**src/rtl/pipe_addsub_pkg.sv**
```systemverilog
// pipe_addsub_pkg
// Shared constants for the pipelined add/subtract unit and anything that drives it.
// MODE_ADD / MODE_SUB are the encodings of the 'sub' operand-mode bit.
package pipe_addsub_pkg;

    localparam logic MODE_ADD = 1'b0;
    localparam logic MODE_SUB = 1'b1;

endpackage

```
**src/rtl/pipe_addsub_if.sv**
```systemverilog
// pipe_addsub_if
// Operand/result handshake bundle for pipe_addsub.
//   in_valid/in_ready : operand beat handshake (a, b, cin, sub travel with it)
//   out_valid/out_ready : result beat handshake (sum, cout, ovf travel with it)
// master : operand producer / result consumer side
// slave  : the arithmetic unit
interface pipe_addsub_if #(
    parameter int WIDTH = 8
);
    logic             in_valid;
    logic             in_ready;
    logic [WIDTH-1:0] a;
    logic [WIDTH-1:0] b;
    logic             cin;
    logic             sub;
    logic             out_valid;
    logic             out_ready;
    logic [WIDTH-1:0] sum;
    logic             cout;
    logic             ovf;

    modport master (
        output in_valid, a, b, cin, sub, out_ready,
        input  in_ready, out_valid, sum, cout, ovf
    );

    modport slave (
        input  in_valid, a, b, cin, sub, out_ready,
        output in_ready, out_valid, sum, cout, ovf
    );

endinterface

```
**src/rtl/pipe_addsub_stage.sv**
```systemverilog
// pipe_addsub_stage
// One CW-bit chunk of the carry-chained adder with its own pipeline register.
// Ports:
//   clk, rst  : clock, asynchronous active-high reset
//   en        : global advance; when low every register holds
//   v_in      : valid bit of the beat entering this chunk
//   a_c, b_c  : operand chunks (b_c already inverted for subtract)
//   c_in      : carry from the chunk below (or the operation carry-in)
//   v_out     : registered valid bit
//   s_out     : registered sum chunk
//   c_out     : registered carry out of this chunk
//   ovf_out   : registered signed-overflow flag (only when OVF_EN, else 0)
module pipe_addsub_stage #(
    parameter int CW     = 4,
    parameter bit OVF_EN = 1'b0
) (
    input  logic          clk,
    input  logic          rst,
    input  logic          en,
    input  logic          v_in,
    input  logic [CW-1:0] a_c,
    input  logic [CW-1:0] b_c,
    input  logic          c_in,
    output logic          v_out,
    output logic [CW-1:0] s_out,
    output logic          c_out,
    output logic          ovf_out
);

    logic [CW:0] total_s;
    logic        ovf_next_s;

    // Chunk adder, one bit wider so the chunk carry is the top bit
    always_comb begin
        total_s = {1'b0, a_c} + {1'b0, b_c} + {{CW{1'b0}}, c_in};
    end

    // Overflow only means something in the chunk that holds the word MSB
    always_comb begin
        if (OVF_EN) begin
            ovf_next_s = (a_c[CW-1] == b_c[CW-1]) && (total_s[CW-1] != a_c[CW-1]);
        end else begin
            ovf_next_s = 1'b0;
        end
    end

    // Chunk pipeline register; en low freezes the beat in place
    always_ff @(posedge clk or posedge rst) begin
        if (rst) begin
            v_out   <= 1'b0;
            s_out   <= '0;
            c_out   <= 1'b0;
            ovf_out <= 1'b0;
        end else if (en) begin
            v_out   <= v_in;
            s_out   <= total_s[CW-1:0];
            c_out   <= total_s[CW];
            ovf_out <= ovf_next_s;
        end
    end

endmodule

```
**src/rtl/pipe_addsub.sv**
```systemverilog
// pipe_addsub
// Pipelined WIDTH-bit add/subtract unit split into STAGES carry-chained chunks,
// one chunk per register stage, with valid/ready handshake and backpressure.
// WIDTH must be a multiple of STAGES.
// Ports:
//   clk  : clock
//   rst  : asynchronous active-high reset, flushes every in-flight beat
//   bus  : pipe_addsub_if.slave (operands a, b, cin, sub in; sum, cout, ovf out)
// sub=MODE_ADD gives a+b+cin; sub=MODE_SUB gives a+~b+1 (cin ignored).
// Every stage advances together: no bubble collapsing, so a stalled output
// freezes the whole pipe.
module pipe_addsub
    import pipe_addsub_pkg::*;
#(
    parameter int WIDTH  = 8,
    parameter int STAGES = 2
) (
    input  logic          clk,
    input  logic          rst,
    pipe_addsub_if.slave  bus
);

    localparam int CW = WIDTH / STAGES;

    logic              adv_s;
    logic [STAGES-1:0] ovf_vec_s;

    // The pipe moves whenever the output slot is empty or being drained
    always_comb begin
        adv_s = !bus.out_valid || bus.out_ready;
    end

    assign bus.in_ready = adv_s;

    // Stage k adds chunk k. Its operands (chunk k and everything above it)
    // arrive in a_op_s/bp_op_s with chunk k in the low CW bits; the upper part
    // is forwarded into the next stage's delay registers. sum_acc_s is the
    // registered result so far, chunks 0..k.
    for (genvar k = 0; k < STAGES; k++) begin : stage_g
        localparam int OP_W = WIDTH - k * CW;

        logic [OP_W-1:0]       a_op_s;
        logic [OP_W-1:0]       bp_op_s;
        logic                  c_in_s;
        logic                  v_in_s;
        logic                  v_s;
        logic                  c_s;
        logic [CW-1:0]         chunk_s;
        logic [(k+1)*CW-1:0]   sum_acc_s;

        if (k == 0) begin : first_g
            // Entry: subtract folds into the adder as ~b with carry-in forced to 1
            always_comb begin
                a_op_s = bus.a;
                if (bus.sub == MODE_SUB) begin
                    bp_op_s = ~bus.b;
                    c_in_s  = 1'b1;
                end else begin
                    bp_op_s = bus.b;
                    c_in_s  = bus.cin;
                end
                v_in_s    = bus.in_valid;
                sum_acc_s = chunk_s;
            end
        end else begin : next_g
            logic [OP_W-1:0]   a_hi_r;
            logic [OP_W-1:0]   bp_hi_r;
            logic [k*CW-1:0]   sum_low_r;

            // Delay registers: pending operand chunks travel beside the carry of
            // the previous chunk; finished low sum chunks travel beside chunk k
            always_ff @(posedge clk or posedge rst) begin
                if (rst) begin
                    a_hi_r    <= '0;
                    bp_hi_r   <= '0;
                    sum_low_r <= '0;
                end else if (adv_s) begin
                    a_hi_r    <= stage_g[k-1].a_op_s[WIDTH-(k-1)*CW-1:CW];
                    bp_hi_r   <= stage_g[k-1].bp_op_s[WIDTH-(k-1)*CW-1:CW];
                    sum_low_r <= stage_g[k-1].sum_acc_s;
                end
            end

            // Chain this stage onto the registered outputs of the one below
            always_comb begin
                a_op_s    = a_hi_r;
                bp_op_s   = bp_hi_r;
                c_in_s    = stage_g[k-1].c_s;
                v_in_s    = stage_g[k-1].v_s;
                sum_acc_s = {chunk_s, sum_low_r};
            end
        end

        pipe_addsub_stage #(
            .CW     (CW),
            .OVF_EN (k == STAGES - 1)
        ) u_stage (
            .clk     (clk),
            .rst     (rst),
            .en      (adv_s),
            .v_in    (v_in_s),
            .a_c     (a_op_s[CW-1:0]),
            .b_c     (bp_op_s[CW-1:0]),
            .c_in    (c_in_s),
            .v_out   (v_s),
            .s_out   (chunk_s),
            .c_out   (c_s),
            .ovf_out (ovf_vec_s[k])
        );
    end

    // Results come straight from the final stage registers. Only the top
    // chunk stage can raise its overflow flag, so an OR picks it out.
    assign bus.out_valid = stage_g[STAGES-1].v_s;
    assign bus.sum       = stage_g[STAGES-1].sum_acc_s;
    assign bus.cout      = stage_g[STAGES-1].c_s;
    assign bus.ovf       = |ovf_vec_s;

endmodule

```
**src/flat_wrapper.sv**
```systemverilog
// flat-port wrapper written by rule: the top's interface ports become plain ports
module pipe_addsub_flat import pipe_addsub_pkg::*;
#(
    parameter int WIDTH  = 8,
    parameter int STAGES = 2
)
  (clk, rst, bus_in_valid, bus_a, bus_b, bus_cin, bus_sub, bus_out_ready, bus_in_ready, bus_out_valid, bus_sum, bus_cout, bus_ovf);
  pipe_addsub_if #(.WIDTH(WIDTH)) bus_i ();
  input  logic clk;
  input  logic rst;
  input wire logic [$bits(bus_i.in_valid)-1:0] bus_in_valid;
  input wire logic [$bits(bus_i.a)-1:0] bus_a;
  input wire logic [$bits(bus_i.b)-1:0] bus_b;
  input wire logic [$bits(bus_i.cin)-1:0] bus_cin;
  input wire logic [$bits(bus_i.sub)-1:0] bus_sub;
  input wire logic [$bits(bus_i.out_ready)-1:0] bus_out_ready;
  output wire logic [$bits(bus_i.in_ready)-1:0] bus_in_ready;
  output wire logic [$bits(bus_i.out_valid)-1:0] bus_out_valid;
  output wire logic [$bits(bus_i.sum)-1:0] bus_sum;
  output wire logic [$bits(bus_i.cout)-1:0] bus_cout;
  output wire logic [$bits(bus_i.ovf)-1:0] bus_ovf;
  assign bus_i.in_valid = bus_in_valid;
  assign bus_i.a = bus_a;
  assign bus_i.b = bus_b;
  assign bus_i.cin = bus_cin;
  assign bus_i.sub = bus_sub;
  assign bus_i.out_ready = bus_out_ready;
  assign bus_in_ready = bus_i.in_ready;
  assign bus_out_valid = bus_i.out_valid;
  assign bus_sum = bus_i.sum;
  assign bus_cout = bus_i.cout;
  assign bus_ovf = bus_i.ovf;
  pipe_addsub #(.WIDTH(WIDTH), .STAGES(STAGES)) u_core (.clk(clk), .rst(rst), .bus(bus_i));
endmodule
```
**config.mk**
```make
export PLATFORM = sky130hd
export DESIGN_NAME = pipe_addsub_flat
export DESIGN_NICKNAME = d
export VERILOG_FILES = /design/src/rtl/pipe_addsub_pkg.sv /design/src/rtl/pipe_addsub_if.sv /design/src/rtl/pipe_addsub_stage.sv /design/src/rtl/pipe_addsub.sv /design/src/flat_wrapper.sv
export SDC_FILE = /design/constraint.sdc
export NUM_CORES = 1
export LEC_CHECK = 0
export ABC_AREA = 0
export CAP_MARGIN = 5
export CORE_MARGIN = 3
export CORE_UTILIZATION = 51
export CTS_CLUSTER_SIZE = 25
export DETAILED_ROUTE_END_ITERATION = 10
export PLACE_DENSITY_LB_ADDON = 0.12
export SYNTH_ARGS = -nofsm -noshare
export SYNTH_HDL_FRONTEND = slang
export SYNTH_SLANG_ARGS = --single-unit
```
**constraint.sdc**
```tcl
create_clock -name clk -period 2.9 [get_ports clk]
set_clock_uncertainty 0.2 [all_clocks]
set_input_delay 0.435 -clock clk [delete_from_list [all_inputs] [get_ports clk]]
set_output_delay 0.435 -clock clk [all_outputs]
set_load 0.02 [all_outputs]
```
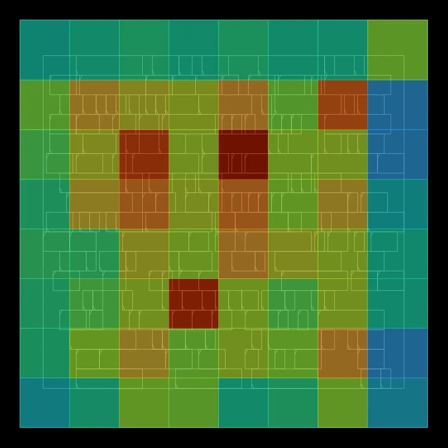
Figure 1: run 1, routing congestion.
post-layout util: 0.733
WL per Instance: 12.6 um
GRT met2 Usage: 0.310
gr usage total: 0.179

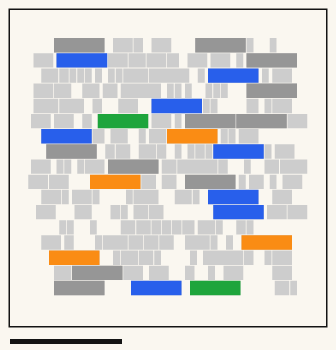
Figure 2: run 1, sequential cells grouped by signal name.
Bar = 20 um. Other sequential cells in the stronger grey, the rest of the logic in the fainter grey.
colour	signal	flops
blue	u_core.stage_g.u_stage.s_out	8
orange	u_core.stage_g.a_op_s	4
green	u_core.stage_g.u_stage.c_out	2
not coloured	11

==> results.toml, run 1 <==
# synthesis and place-and-route metrics
[run_status]
status = "completed"

[layout]
area_share_nonclk_buffers = 0.212
clock_buffers = 3
drive_gt1_frac = 0.0643
flop-count = 25
comb_area_frac = 0.366
seqCellArea_um2 = 626
final_cells = 199
logic_gate_count = 98
clock_area_frac = 0.0177
layout_top_cells = "41 x nand2_1, 33 x clkdlybuf4s50_1, 25 x dfrtp_1"
layout_top_cell = "nand2_1"
inv_count = 7
mi_logic_area_um2 = 622

[global_route]
grt_overflow = 0
antenna_found_initial = 0
gr-max-usage-layer = "met2"
grt_max_degree = 26
first_global_vias = 1054

[synth]
synth-edff-count = 0
syn_area_mm2 = 0.00131
top_area_cell = "dfrtp_1"
synthArstFlopShare = 1.00
fp_nets = 168
synth.distinct_cells = 27
synth_flops = 25
top_cell_area_share = 0.478
topCellsByArea = "dfrtp_1 48%, nand2_1 12%, fa_1 6.1%"
yosys_cells = 136

[sta]
hold_viol_final = 0
rsz0062_at_grt = "false"
setup_viol = 0
period_used_share = 0.840
worst_pin_slew_ns = 0.315

[drt]
top_layer = "met4"
via_per_inst = 5.10
wl_met2_um = 1190
route.final.wire_length_um = 2520
drc = 0

[worst_setup_path]
r2r_cells = 4
cp_slowest_stage_delay_ns = 0.47
crit_buf_inv = 1
crit_end = "u_core.stage_g[0].u_stage.c_out"
end_kind = "flop"
crit_fanout = 3
crit_path_top_delay_cell = "clkdlybuf4s50_1"
cp_cell_sequence = "clkdlybuf4s50_1 > or2_2 > fa_1 > fa_1 > a21o_1 > a21oi_1 > a21oi_1"
arrival_ns = 2.45
rr_startpoint = "u_core.stage_g[1].bp_op_s[0]"
required_ns = 2.91

[clock_network]
hold_buffers = 0
cts-resized-gates = 0
cts_root_buf = "clkbuf_4"
cts_setup_buffers = 0
clkTransAtPathRegs_ns = 0.15
numCtsBuffers = 3
clk_latency_ns = 0.32

[floorplanning]
fp-utilization = 0.564
core_area_mm2 = 0.00232

[power_and_ir_drop]
top_power_group = "sequential cells"
pwr-share-clk = 0.145
p_sw_w = 0.000392
switching_share = 0.353
p_comb_w = 0.000460
p_leak_nw = 0.796
power.density_mw_per_mm2 = 653
ir_worst_vdd_v = 0.000420

[place]
dpl.hpwl_um = 1940
gp_congestion = 0.837
placed_cell_area_mm2 = 0.00167
place_inst = 195
dpl_worst_slack_ns = 0.0994

[worst_hold_path]
hp-class = "primary input to async pin"
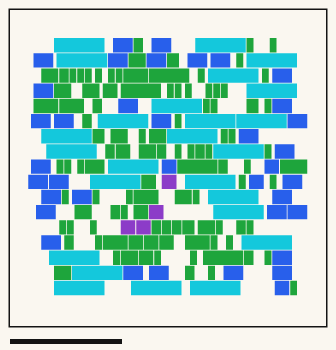
Figure 3: run 1, cells coloured by class.
Bar = 20 um.
colour	class	cells
green	combinational and other logic	105
cyan	flops	25
blue	other buffers and delay cells	37
purple	clock drivers and dummy loads	4

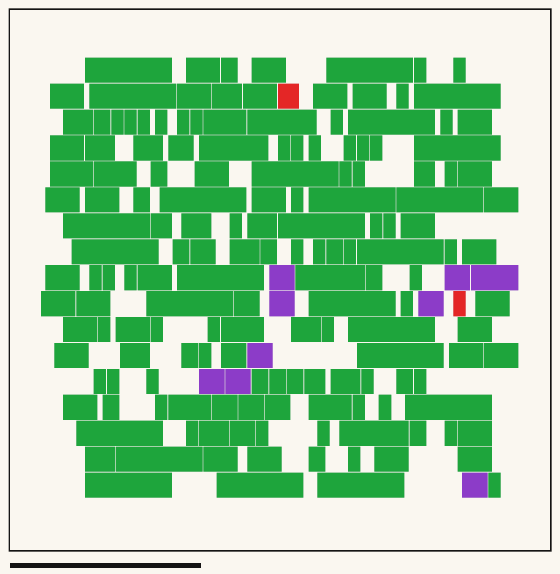
Figure 4: run 1, sizing map.
Bar = 20 um.
colour	size	cells
green	_0 and _1 cells	160
red	_2 cells	2
purple	_3 and _4 cells	9
area grow syn2layout: 30.0%
Non-clock buffers: 37
final instance area: 0.00170 mm^2
final worst slack: 0.463 ns

==> run 1: per-stage QoR <==
stage / total power [W] / util / hold slack, ns
final: 0.00111 / 0.733 / 0.246
after global routing: 0.00119 / 0.733 / 0.287
after CTS: 0.00112 / 0.733 / 0.254
after detailed placement: 0.000960 / 0.720 / 0.259
after global placement: 0.000944 / 0.720 / 0.246
after floorplan: 0.000766 / - / 0.230
==> run 1: how the worst min path moves through the flow <==
stage	from	endpoint	slack, ns	depth (start not counted)
floorplan	u_core.stage_g[0].u_stage.v_out	u_core.stage_g[0].u_stage.v_out	0.23	2
global placement	u_core.stage_g[0].u_stage.v_out	u_core.stage_g[0].u_stage.v_out	0.25	2
detailed placement	u_core.stage_g[0].u_stage.s_out[1]	u_core.stage_g[0].u_stage.s_out[1]	0.26	2
CTS	rst	u_core.stage_g[0].u_stage.s_out[0]	0.25	3
global route	rst	u_core.stage_g[0].u_stage.s_out[3]	0.29	3
finish	rst	u_core.stage_g[1].u_stage.s_out[0]	0.25	3
==> run 1: synth_stat cells, types with 3 or more instances <==
| cell | instances |
|---|---|
| fa_1 | 4 |
| ha_1 | 6 |
| xnor2_1 | 4 |
| nand2_1 | 41 |
| nor2_1 | 5 |
| buf_2 | 3 |
| inv_1 | 6 |
| dfrtp_1 | 25 |
| xor2_1 | 6 |
| o21ai_0 | 7 |
| a21oi_1 | 7 |
==> run 1: cells by family (layout without fill, tap and decap cells) <==
family | Yosys count | count (layout) | share of synthesized area
fa+ha+maj | 10 | 10 | 0.119
buf+inv | 13 | 48 | 0.0459
simple gates | 54 | 54 | 0.175
compound gates | 23 | 23 | 0.107
mux | 1 | 1 | 0.00766
flops | 25 | 25 | 0.478
xor+xnor | 10 | 10 | 0.0670
Figure 5. Selected gate families (run 1).
Bar = 20 um.
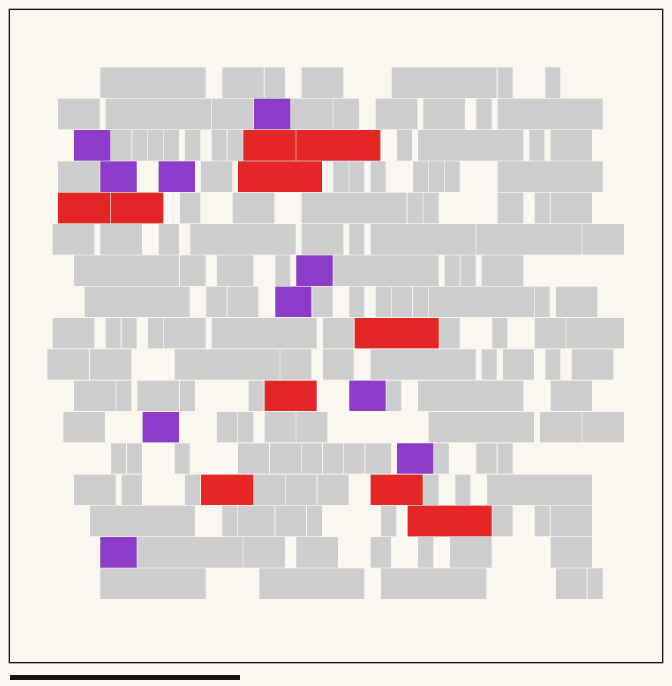

## Run 2: what changed since run 1
--- a/config.mk
+++ b/config.mk
@@ -8,7 +8,7 @@
 export ABC_AREA = 0
 export CAP_MARGIN = 5
 export CORE_MARGIN = 3
-export CORE_UTILIZATION = 51
+export CORE_UTILIZATION = 43
 export CTS_CLUSTER_SIZE = 25
 export DETAILED_ROUTE_END_ITERATION = 10
 export PLACE_DENSITY_LB_ADDON = 0.12
==> constraint.sdc (replaced) <==
create_clock -name clk -period 2.2 [get_ports clk]
set_clock_uncertainty 0.2 [all_clocks]
set_input_delay 0.33 -clock clk [delete_from_list [all_inputs] [get_ports clk]]
set_output_delay 0.33 -clock clk [all_outputs]
set_load 0.02 [all_outputs]
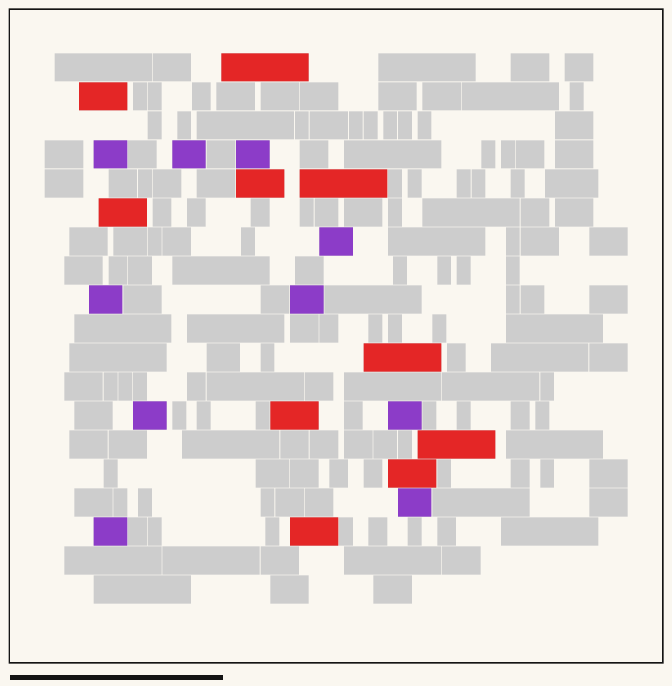
Figure 6: run 2, selected gate families.
Bar = 20 um.
colour	family	cells	most used
purple	XOR/XNOR gates	10	xor2_1
red	adder and majority cells	10	ha_1

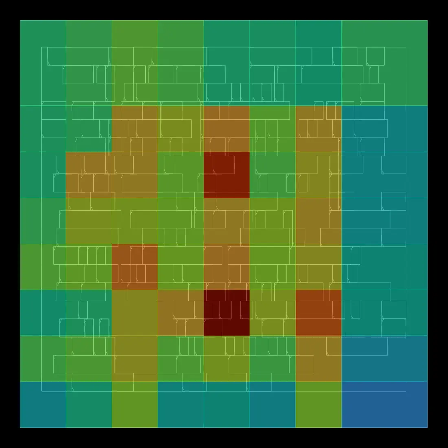
Figure 7: run 2, routing congestion.
WL per Instance: 12.5 um
met1 Resource Use GR: 0.192
gr usage total: 0.159
GRT busiest layer: met2

==> run 2 against run 1 <==
Final cell count up 3.5%. Total power up 32%. Register-to-register slack worse by 0.70 ns. Flip-flop count unchanged. Worst hold slack worse by 0.10 ns. Sequential share of layout area down 0.72 points. Global-route usage down 2.0 points.
==> results.toml, run 2 <==
# synthesis and place-and-route metrics
[run_status]
status = "completed"

[floorplanning]
die-area_mm2 = 0.00374
die_w_um = 61.1
core_area_mm2 = 0.00283
ios = 34
fp-utilization = 0.462

[synth]
synthArstFlopShare = 1.00
ys_warn_count = 0
topCellsByArea = "dfrtp_1 48%, nand2_1 12%, fa_1 6.1%"
synth.distinct_cells = 27
ys_chip_area_mm2 = 0.00131
yosys_cells = 136
fp_nets = 168
syn_area_mm2 = 0.00131
synth_area_per_cell_um2 = 9.61
synthTopCellsByCount = "41 x nand2_1, 25 x dfrtp_1, 7 x a21oi_1, 7 x o21ai_0"
ys_seq_share = 0.478
top_cell_area_share = 0.478
synth-edff-count = 0
top_area_cell = "dfrtp_1"
synth_flops = 25
synthMostInstantiatedCell = "nand2_1"

[drt]
drc = 0
vias = 1033
route.final.wire_length_um = 2570
via_per_inst = 5.01
drt_iter0_drc = 49
first_pass_iters = 4

[clock_network]
hold_buffers = 0
cts_tree = "done"
cts-resized-gates = 1
clk_latency_ns = 0.32
cts_root_buf = "clkbuf_4"
numCtsBuffers = 3
cts_setup_buffers = 0
clock-sinks = 25
clkTransAtPathRegs_ns = 0.14
htreeDepth = 1

[worst_hold_path]
hp-class = "primary input to async pin"

[power_and_ir_drop]
power.density_mw_per_mm2 = 847
power_frac_seq = 0.439
pwr-share-clk = 0.143
ir_worst_vdd_v = 0.000424
comb_power_share = 0.418
p_leak_nw = 0.816
switching_share = 0.349
finalPower_w = 0.00147
p_sw_w = 0.000513

[sta]
fin_tns_setup_ns = 0
fmax_mhz = 473
holdWs_ns = 0.143
worst_pin_slew_ns = 0.321
min_period_ns = 2.12
hold_viol_final = 0
setup_ws_ns = 0.0842
setup_viol = 0
rsz0062_at_grt = "false"
relSlewSlack = 0.786
period_used_share = 0.962

[place]
place_inst = 202
dpl.hpwl_um = 1950
placed_cell_area_mm2 = 0.00171
port-buffer-count = 33
dpl_worst_slack_ns = -0.389
gp_congestion = 0.783

[layout]
largest_reg_flops = 8
fin_area_mm2 = 0.00173
layout_top_cell = "nand2_1"
largest-register = "u_core.stage_g.u_stage.s_out"
drive_gt1_frac = 0.0914
final_cells = 206
diodes = 0
area_growth_pct = 32.5
layout_top_cells = "41 x nand2_1, 32 x clkdlybuf4s50_1, 25 x dfrtp_1"

[worst_setup_path]
crit_fanout = 2
arrival_ns = 2.13
rr_startpoint = "u_core.stage_g[1].bp_op_s[0]"
end_kind = "flop"
crit_end = "u_core.stage_g[0].u_stage.c_out"
r2r_cells = 4
required_ns = 2.21
cp-start-kind = "primary input"
reg2reg_to = "u_core.stage_g[1].u_stage.s_out[1]"

[global_route]
antenna_found_initial = 0
first_global_vias = 1046
grt_overflow = 0
grt_max_degree = 26
grt_pass1_wl_um = 4360

[flow_run]
warnings = 26
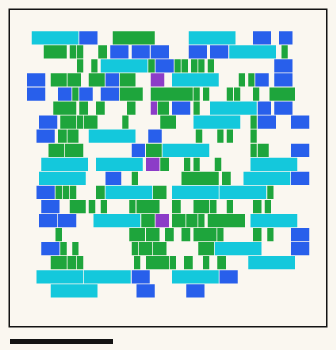
Figure 8: run 2, cells coloured by class.
Bar = 20 um.
colour	class	cells
green	combinational and other logic	105
cyan	flops	25
blue	other buffers and delay cells	41
purple	clock drivers and dummy loads	4
flop share of the area: 0.361
post-layout util: 0.613
Core Rows: 19

[run 2: power by group through the flow]
stage          Sequential [W]  Clock, W  Combinational (W)
5_1_grt              0.000663  0.000245           0.000687
2_1_floorplan        0.000740         0           0.000271
4_1_cts              0.000647  0.000221           0.000625
6_report             0.000645  0.000210           0.000613
3_3_place_gp         0.000652         0           0.000610
3_5_place_dp         0.000657         0           0.000624
[run 2: layout make-up]
cell class / instances / area [um^2]
fillers: 271 / 1100
repair buffers: 41 / 389
multi-input cells: 98 / 627
flip-flops and latches: 25 / 626
well taps: 31 / 38.8
inverters: 7 / 26.3
clock buffers: 4 / 26.3
[run 2: cells by family (layout without fill, tap and decap cells)]
| logic type | count (synthesis) | in the layout | synth area share |
|---|---|---|---|
| compound gates | 23 | 23 | 0.107 |
| xor+xnor | 10 | 10 | 0.0670 |
| fa+ha+maj | 10 | 10 | 0.119 |
| buf+inv | 13 | 52 | 0.0459 |
| flops | 25 | 25 | 0.478 |
| mux | 1 | 1 | 0.00766 |
| simple gates | 54 | 54 | 0.175 |
[run 2: worst max-delay path, cell delays in order]
cell and delay [ns]:
clkdlybuf4s50_1 0.40, or2_2 0.28, fa_2 0.36, fa_2 0.35, a21o_1 0.18, a21oi_1 0.14, a21oi_1 0.08
[run 2: metal layers]
layer	global-route usage	share of wire	vias to the layer above
met1	0.192	0.45	485
met5	0	0	-
met3	0.0294	0.049	4
met2	0.276	0.49	26
met4	0.0650	0.0093	0
li1	-	-	518
Power is estimated from default activity; no workload was simulated.
